Fig. 1: metal 1
Bar = 20 µm. Supply wires on this layer in grey.
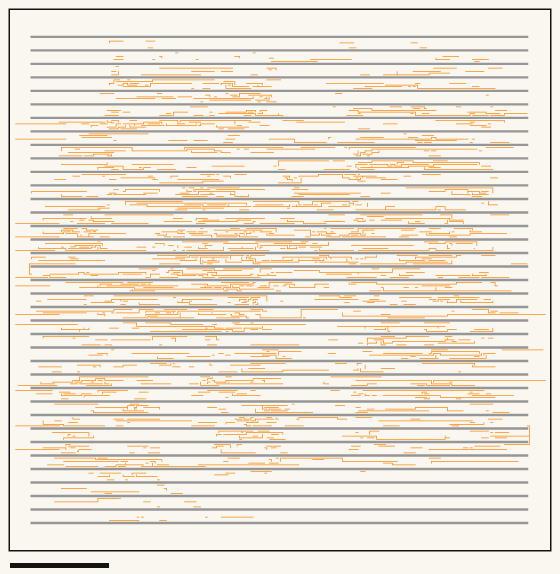
Fig. 2: the metal 2 layer
Bar = 20 µm.
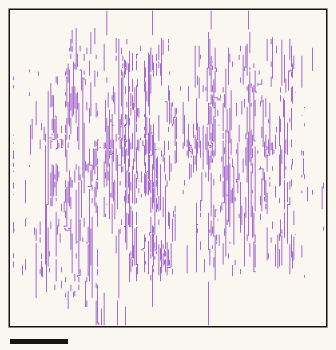
Fig. 3: M3 wires
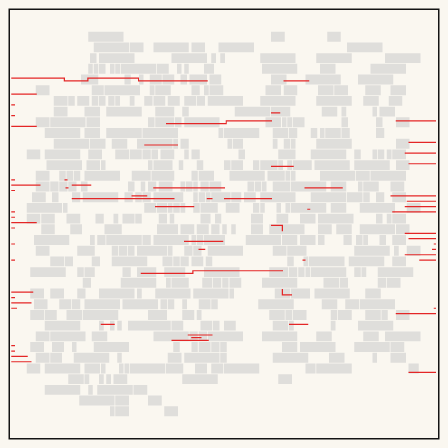
Fig. 4: clock network drawn from the DEF
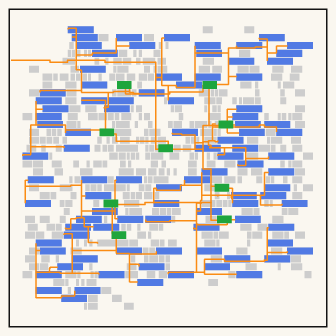
File: src/rtl/mvm_host_scheduler.sv
// mvm_host_scheduler
// Sequencer between an 8-bit host byte port and the sparse MVM accelerator.
// It parses host commands, loads up to 16 CSR entries into the accelerator,
// issues a 4-bit spike train and collects four toggle-signalled results.
// It then streams those results back to the host. Every accelerator wait
// is guarded by a timeout.
//
// Ports:
//   clk, rst_n          clock (rising edge), asynchronous active-low reset
//   host_data/valid     command and payload bytes from the host
//   host_ready          byte accepted when host_valid && host_ready
//   res_data/valid      result bytes to the host
//   res_ready           result accepted when res_valid && res_ready
//   busy                high whenever the sequencer is not idle
//   err                 0 none, 1 bad command, 2 run without matrix, 3 timeout
//   acc_start           one-cycle pulse opening a matrix load
//   acc_row/col/value   current entry (or {4'b0, spike} during a run)
//   acc_sending         one-cycle pulse: acc_row/col/value are valid
//   acc_done_list       one-cycle pulse: the last entry has been sent
//   acc_fetch_ready     accelerator can take the next word
//   acc_result          accelerator result value
//   acc_result_tgl      toggles once per presented result

module mvm_host_scheduler #(
   parameter int TIMEOUT_CYCLES = 255
) (
   input  logic       clk,
   input  logic       rst_n,
   input  logic [7:0] host_data,
   input  logic       host_valid,
   output logic       host_ready,
   output logic [7:0] res_data,
   output logic       res_valid,
   input  logic       res_ready,
   output logic       busy,
   output logic [1:0] err,
   output logic       acc_start,
   output logic [1:0] acc_row,
   output logic [1:0] acc_col,
   output logic [7:0] acc_value,
   output logic       acc_sending,
   output logic       acc_done_list,
   input  logic       acc_fetch_ready,
   input  logic [7:0] acc_result,
   input  logic       acc_result_tgl
);

   localparam logic [3:0] S_IDLE      = 4'd0;
   localparam logic [3:0] S_L_START   = 4'd1;
   localparam logic [3:0] S_L_WAIT    = 4'd2;
   localparam logic [3:0] S_L_A       = 4'd3;
   localparam logic [3:0] S_L_B       = 4'd4;
   localparam logic [3:0] S_L_ISSUE   = 4'd5;
   localparam logic [3:0] S_L_GAP     = 4'd6;
   localparam logic [3:0] S_L_DONE    = 4'd7;
   localparam logic [3:0] S_R_ISSUE   = 4'd8;
   localparam logic [3:0] S_R_COLLECT = 4'd9;
   localparam logic [3:0] S_R_STREAM  = 4'd10;

   // The abort fires on the cycle the counter would reach TIMEOUT_CYCLES.
   localparam logic [7:0] TMO_LAST = 8'(TIMEOUT_CYCLES - 1);

   logic [3:0] state;
   logic [3:0] state_nx;
   logic       host_xfer;
   logic       res_xfer;
   logic       capture;
   logic       tmo_hit;
   logic       tmo_abort;
   logic       waiting;
   logic       loaded;
   logic       tgl_q;
   logic [7:0] tmo_cnt;
   logic [4:0] ent_cnt;
   logic [4:0] ent_total;
   logic [1:0] row_q;
   logic [1:0] col_q;
   logic [3:0] spike;
   logic [1:0] res_idx;
   logic [1:0] res_idx_nx;
   logic [7:0] res_buf [4];

   // Next-state decode. Timeout aborts are flagged here so the register
   // block can set err and drop the loaded matrix on the same edge.
   always_comb begin
      state_nx   = state;
      tmo_abort  = 1'b0;
      host_xfer  = host_valid && host_ready;
      res_xfer   = res_valid && res_ready;
      capture    = (state == S_R_COLLECT) && (acc_result_tgl != tgl_q);
      tmo_hit    = (tmo_cnt == TMO_LAST);
      res_idx_nx = res_idx + 2'd1;
      waiting    = (state == S_L_WAIT) || (state == S_R_ISSUE) ||
                   (state == S_R_COLLECT);
      case (state)
         S_IDLE: begin
            if (host_xfer) begin
               if (host_data[7:4] == 4'h1) begin
                  state_nx = S_L_START;
               end else if (host_data[7:4] == 4'h2 && loaded) begin
                  state_nx = S_R_ISSUE;
               end
            end
         end
         S_L_START: state_nx = S_L_WAIT;
         S_L_WAIT: begin
            if (ent_cnt == ent_total) begin
               state_nx = S_L_DONE;
            end else if (acc_fetch_ready) begin
               state_nx = S_L_A;
            end else if (tmo_hit) begin
               tmo_abort = 1'b1;
               state_nx  = S_IDLE;
            end
         end
         S_L_A: if (host_xfer) state_nx = S_L_B;
         S_L_B: if (host_xfer) state_nx = S_L_ISSUE;
         S_L_ISSUE: state_nx = S_L_GAP;
         S_L_GAP: state_nx = S_L_WAIT;
         S_L_DONE: state_nx = S_IDLE;
         S_R_ISSUE: begin
            if (acc_fetch_ready) begin
               state_nx = S_R_COLLECT;
            end else if (tmo_hit) begin
               tmo_abort = 1'b1;
               state_nx  = S_IDLE;
            end
         end
         S_R_COLLECT: begin
            if (capture) begin
               if (res_idx == 2'd3) state_nx = S_R_STREAM;
            end else if (tmo_hit) begin
               tmo_abort = 1'b1;
               state_nx  = S_IDLE;
            end
         end
         S_R_STREAM: if (res_xfer && res_idx == 2'd3) state_nx = S_IDLE;
         default: state_nx = S_IDLE;
      endcase
   end

   // All outputs are registered from the next state so that handshake
   // strobes line up with the state they belong to. Entry fields are only
   // pushed to acc_row/col/value together with an acc_sending pulse, so they
   // hold steady between pulses.
   always_ff @(posedge clk or negedge rst_n) begin
      if (!rst_n) begin
         state         <= S_IDLE;
         host_ready    <= 1'b0;
         res_data      <= 8'h00;
         res_valid     <= 1'b0;
         busy          <= 1'b0;
         err           <= 2'd0;
         acc_start     <= 1'b0;
         acc_row       <= 2'd0;
         acc_col       <= 2'd0;
         acc_value     <= 8'h00;
         acc_sending   <= 1'b0;
         acc_done_list <= 1'b0;
         loaded        <= 1'b0;
         tgl_q         <= 1'b0;
         tmo_cnt       <= 8'd0;
         ent_cnt       <= 5'd0;
         ent_total     <= 5'd0;
         row_q         <= 2'd0;
         col_q         <= 2'd0;
         spike         <= 4'd0;
         res_idx       <= 2'd0;
         for (int i = 0; i < 4; i++) res_buf[i] <= 8'h00;
      end else begin
         state         <= state_nx;
         tgl_q         <= acc_result_tgl;
         host_ready    <= (state_nx == S_IDLE) || (state_nx == S_L_A) ||
                          (state_nx == S_L_B);
         busy          <= (state_nx != S_IDLE);
         acc_start     <= (state_nx == S_L_START);
         acc_done_list <= (state_nx == S_L_DONE);
         acc_sending   <= ((state == S_L_B) && (state_nx == S_L_ISSUE)) ||
                          ((state == S_R_ISSUE) && (state_nx == S_R_COLLECT));

         // Timeout counter restarts on every state change and on every
         // captured result, and only advances in accelerator waits.
         if ((state_nx != state) || capture) begin
            tmo_cnt <= 8'd0;
         end else if (waiting) begin
            tmo_cnt <= tmo_cnt + 8'd1;
         end

         case (state)
            S_IDLE: begin
               if (host_xfer) begin
                  err <= 2'd0;
                  if (host_data[7:4] == 4'h1) begin
                     ent_total <= 5'(host_data[3:0]) + 5'd1;
                  end else if (host_data[7:4] == 4'h2) begin
                     spike   <= host_data[3:0];
                     res_idx <= 2'd0;
                     if (!loaded) err <= 2'd2;
                  end else begin
                     err <= 2'd1;
                  end
               end
            end
            S_L_START: begin
               loaded  <= 1'b0;
               ent_cnt <= 5'd0;
            end
            S_L_A: begin
               if (host_xfer) begin
                  row_q <= host_data[7:6];
                  col_q <= host_data[5:4];
               end
            end
            S_L_B: begin
               if (host_xfer) begin
                  acc_row   <= row_q;
                  acc_col   <= col_q;
                  acc_value <= host_data;
               end
            end
            S_L_ISSUE: ent_cnt <= ent_cnt + 5'd1;
            S_L_DONE: loaded <= 1'b1;
            S_R_ISSUE: begin
               if (acc_fetch_ready) begin
                  acc_value <= {4'b0000, spike};
                  res_idx   <= 2'd0;
               end
            end
            S_R_COLLECT: begin
               if (capture) begin
                  res_buf[res_idx] <= acc_result;
                  res_idx          <= res_idx_nx;
                  if (res_idx == 2'd3) begin
                     res_valid <= 1'b1;
                     res_data  <= res_buf[0];
                  end
               end
            end
            S_R_STREAM: begin
               if (res_xfer) begin
                  res_idx <= res_idx_nx;
                  if (res_idx == 2'd3) begin
                     res_valid <= 1'b0;
                  end else begin
                     res_data <= res_buf[res_idx_nx];
                  end
               end
            end
            default: ;
         endcase

         // A timed-out wait invalidates the matrix and any partial results.
         if (tmo_abort) begin
            err     <= 2'd3;
            loaded  <= 1'b0;
            res_idx <= 2'd0;
         end
      end
   end

endmodule

File: config.mk
export PLATFORM = sky130hd
export DESIGN_NAME = mvm_host_scheduler
export DESIGN_NICKNAME = d
export VERILOG_FILES = /design/src/rtl/mvm_host_scheduler.sv
export SDC_FILE = /design/constraint.sdc
export NUM_CORES = 1
export LEC_CHECK = 0
export CAP_MARGIN = 0
export CORE_MARGIN = 4
export CORE_UTILIZATION = 45
export CTS_BUF_LIST = sky130_fd_sc_hd__clkbuf_8
export DETAILED_ROUTE_END_ITERATION = 6
export PLACE_DENSITY = 0.66
export SETUP_SLACK_MARGIN = 0.5
export SLEW_MARGIN = 20
export SYNTH_ARGS = -nofsm -noshare
export SYNTH_HDL_FRONTEND = slang
export SYNTH_SLANG_ARGS = --single-unit
File: constraint.sdc
create_clock -name clk -period 5.41 [get_ports clk]
set_clock_uncertainty 0.1 [all_clocks]
set_input_delay 1.082 -clock clk [delete_from_list [all_inputs] [get_ports clk]]
set_output_delay 1.082 -clock clk [all_outputs]
set_load 0.01 [all_outputs]
==> impl_metrics.ini <==
; flow metrics
[logic_synthesis]
leading_cell_types_by_total_area_after_synthesis = sky130_fd_sc_hd__dfrtp_1 51%, sky130_fd_sc_hd__mux2_2 9.9%, sky130_fd_sc_hd__nand2_1 4.1%
aoi_share_pct = 12.7
count_of_library_flops_with_an_enable_pin = 0
synth_cell_types = 60
synthAdderAreaFrac_pct = 2.19
area_of_the_synthesized_netlist_per_yosys_stat_mm2 = 0.00457
yosys_cell_count = 413
ys_dominant_reg_cell = sky130_fd_sc_hd__dfrtp_1
post_synth_inst_count = 413
netlist.top_cell.by_area = sky130_fd_sc_hd__dfrtp_1
netlist.top_cell.by_instances = sky130_fd_sc_hd__dfrtp_1
ys_seq_share_pct = 51.5
topCombFamilyByArea = simple AND/OR/NAND/NOR gates
ys_sh_simple_pct = 14.7
synth.cells.most_frequent = 94 x sky130_fd_sc_hd__dfrtp_1, 50 x sky130_fd_sc_hd__nand2_1, 40 x sky130_fd_sc_hd__mux2_2
synthesis_warnings = 0

[global_route]
grt_pass1_vias = 3369
grt_start_max_net_pins = 54
globalRouteTotalUtil_pct = 17.8
antenna_found_initial = 0
wire_length_of_the_first_global_routing_pass_mm = 16.5
global_route.overflow_total = 0

[finish]
buffers_excl_clock = 50
post-route-util_pct = 54.6
syn2layout_area_growth_pct = 17.3
finalNetCount = 490
stdcell_count = 597
buf_share_pct = 9.24
n_all_inverters = 12
top_register = res_buf
logic_gates = 293
seqCellArea_mm2 = 0.00235
mostFrequentLayoutCell = sky130_fd_sc_hd__dfrtp_1
top_area_cell_class = flip-flops and latches
flop-count = 94
layout.clock_buffers = 11
largest_reg_flops = 32
comb_area_share_pct = 39.2
antennaDiodeCount = 0

[worst_setup_path]
critical_path.top_delay_family = simple AND/OR/NAND/NOR gates
list_of_cells_traversed_by_the_critical_path = clkdlybuf4s50_1 -> and4bb_1 -> nand4_2 -> o2111ai_2 -> or2_0 -> nand3_1 -> inv_1 -> a21oi_1
critical_path.startpoint_type = input pin
worstReg2RegEnd = tmo_cnt[7]
regToRegStartpoint = state[1]
worst-path-max-fanout = 10
crit_type = input pin to flip-flop
regToRegSetupSlack_ps = 2480
timing.critical_path.required_ps = 5540
critPathArrivalTime_ps = 3310

[run]
max-cap-violations = 0
openroad.warnings = 30

[min_path]
worst_hold_startpoint = row_q[1]
hold-path-cell-count = 2
path_type_of_the_worst_min_delay_path = flip-flop to flip-flop
sink_of_the_worst_hold_path = acc_row[1]

[sta]
max_freq_ghz = 0.315
totalNegativeSetupSlack_ps = 0
rsz0062_at_grt = no
layout_setup_ws_ps = 2240
tightest_slew_ps = 751
whs_ps = 367
final_max_slew_viol_count = 0
report.final.setup_viol = 0
slew_headroom_pct = 50.0

[placed_design]
placed_cells_incl_taps = 582
place_congestion = 0.816
placement.setup.worst_slack_ps = 1870
placement.cell_area_mm2 = 0.00516
port_buffers = 49
dp_hpwl_mm = 6.86

[drt]
met3WireLength_um = 432
met2RoutedLength_mm = 4.57
route.detailed.vias_per_inst = 5.58
detailedRoute.firstPassIterationCount = 4
detail_route.wirelength.met1_mm = 4.63
drt_first_iter_violations = 255
postRouteAntennaNets = 0

[clock_network]
cts.sinks = 94
cts_repair_resized_insts = 0
tritoncts = yes
cts.reportedPaths.clkPinSlew_ps = 90
cts_max_level = 3

[floorplan]
boundaryPins = 50
design.core.area_mm2 = 0.00982
floorplan.die.width_um = 109
floorplan.initialDensity_pct = 46.5

[pwr]
report.power.total_mw = 2.18

[outcome]
run_status = finished clean
-- Fig. 1 (at the start) --
share of all routed wire: 48%
wire length on this layer: 4,630 µm
main direction: horizontal
nets with wire on the layer: 442
longest straight run: 30.8 µm
met1 layer usage reported by global route: 24.8%
sum of routed wire length over all layers: 9.74 mm
via total after detailed routing: 3,334

-- Fig. 2 (at the start) --
share of all routed wire: 47%
longest straight run: 43.5 µm
routing usage on met2: 28.4%

-- Fig. 3 (at the start) --
wire length on this layer: 432 µm
share of all routed wire: 4.4%
longest straight run: 25.8 µm
main direction: horizontal
nets with wire on the layer: 54
routing usage on met3: 3.49%

-- Fig. 4 (at the start) --
[flip-flops] blue | count: 94
[clock wires] orange | length: 1,130 µm
[cells driving clock nets] green | count: 9
routed clock nets: 10
flops lie: all over the die
power consumed by the clock network: 471 µW
clock latency at the later pin of the worst-skew pair: 360 ps
clock share of power: 21.6%

per-layer routing:
layer / up-vias / track usage, %
met3: 11 / 3.49
met4: 0 / 5.50
met5: - / 0
met1: 1661 / 24.8
met2: 87 / 28.4
li1: 1575 / -
how the worst max path moves through the flow:
stage                   end  cells past startpoint  slack [ps]          from
3_3_place_gp   acc_value[3]                      8        1900  host_data[4]
4_1_cts          tmo_cnt[7]                      7        2260    host_valid
5_1_grt          tmo_cnt[7]                      7        2000    host_valid
3_5_place_dp     tmo_cnt[6]                      7        1870    host_valid
6_report       acc_value[1]                      8        2240    host_valid
2_1_floorplan          busy                      7        2770    host_valid
power by group:
part           switching (mW)  internal (mW)  total, mW
sequential              0.134          0.835      0.969
clock                   0.235          0.235      0.471
combinational           0.390          0.346      0.736
total                   0.759           1.42       2.18
Power figures rest on the tool's default switching activity, not on a simulated workload.
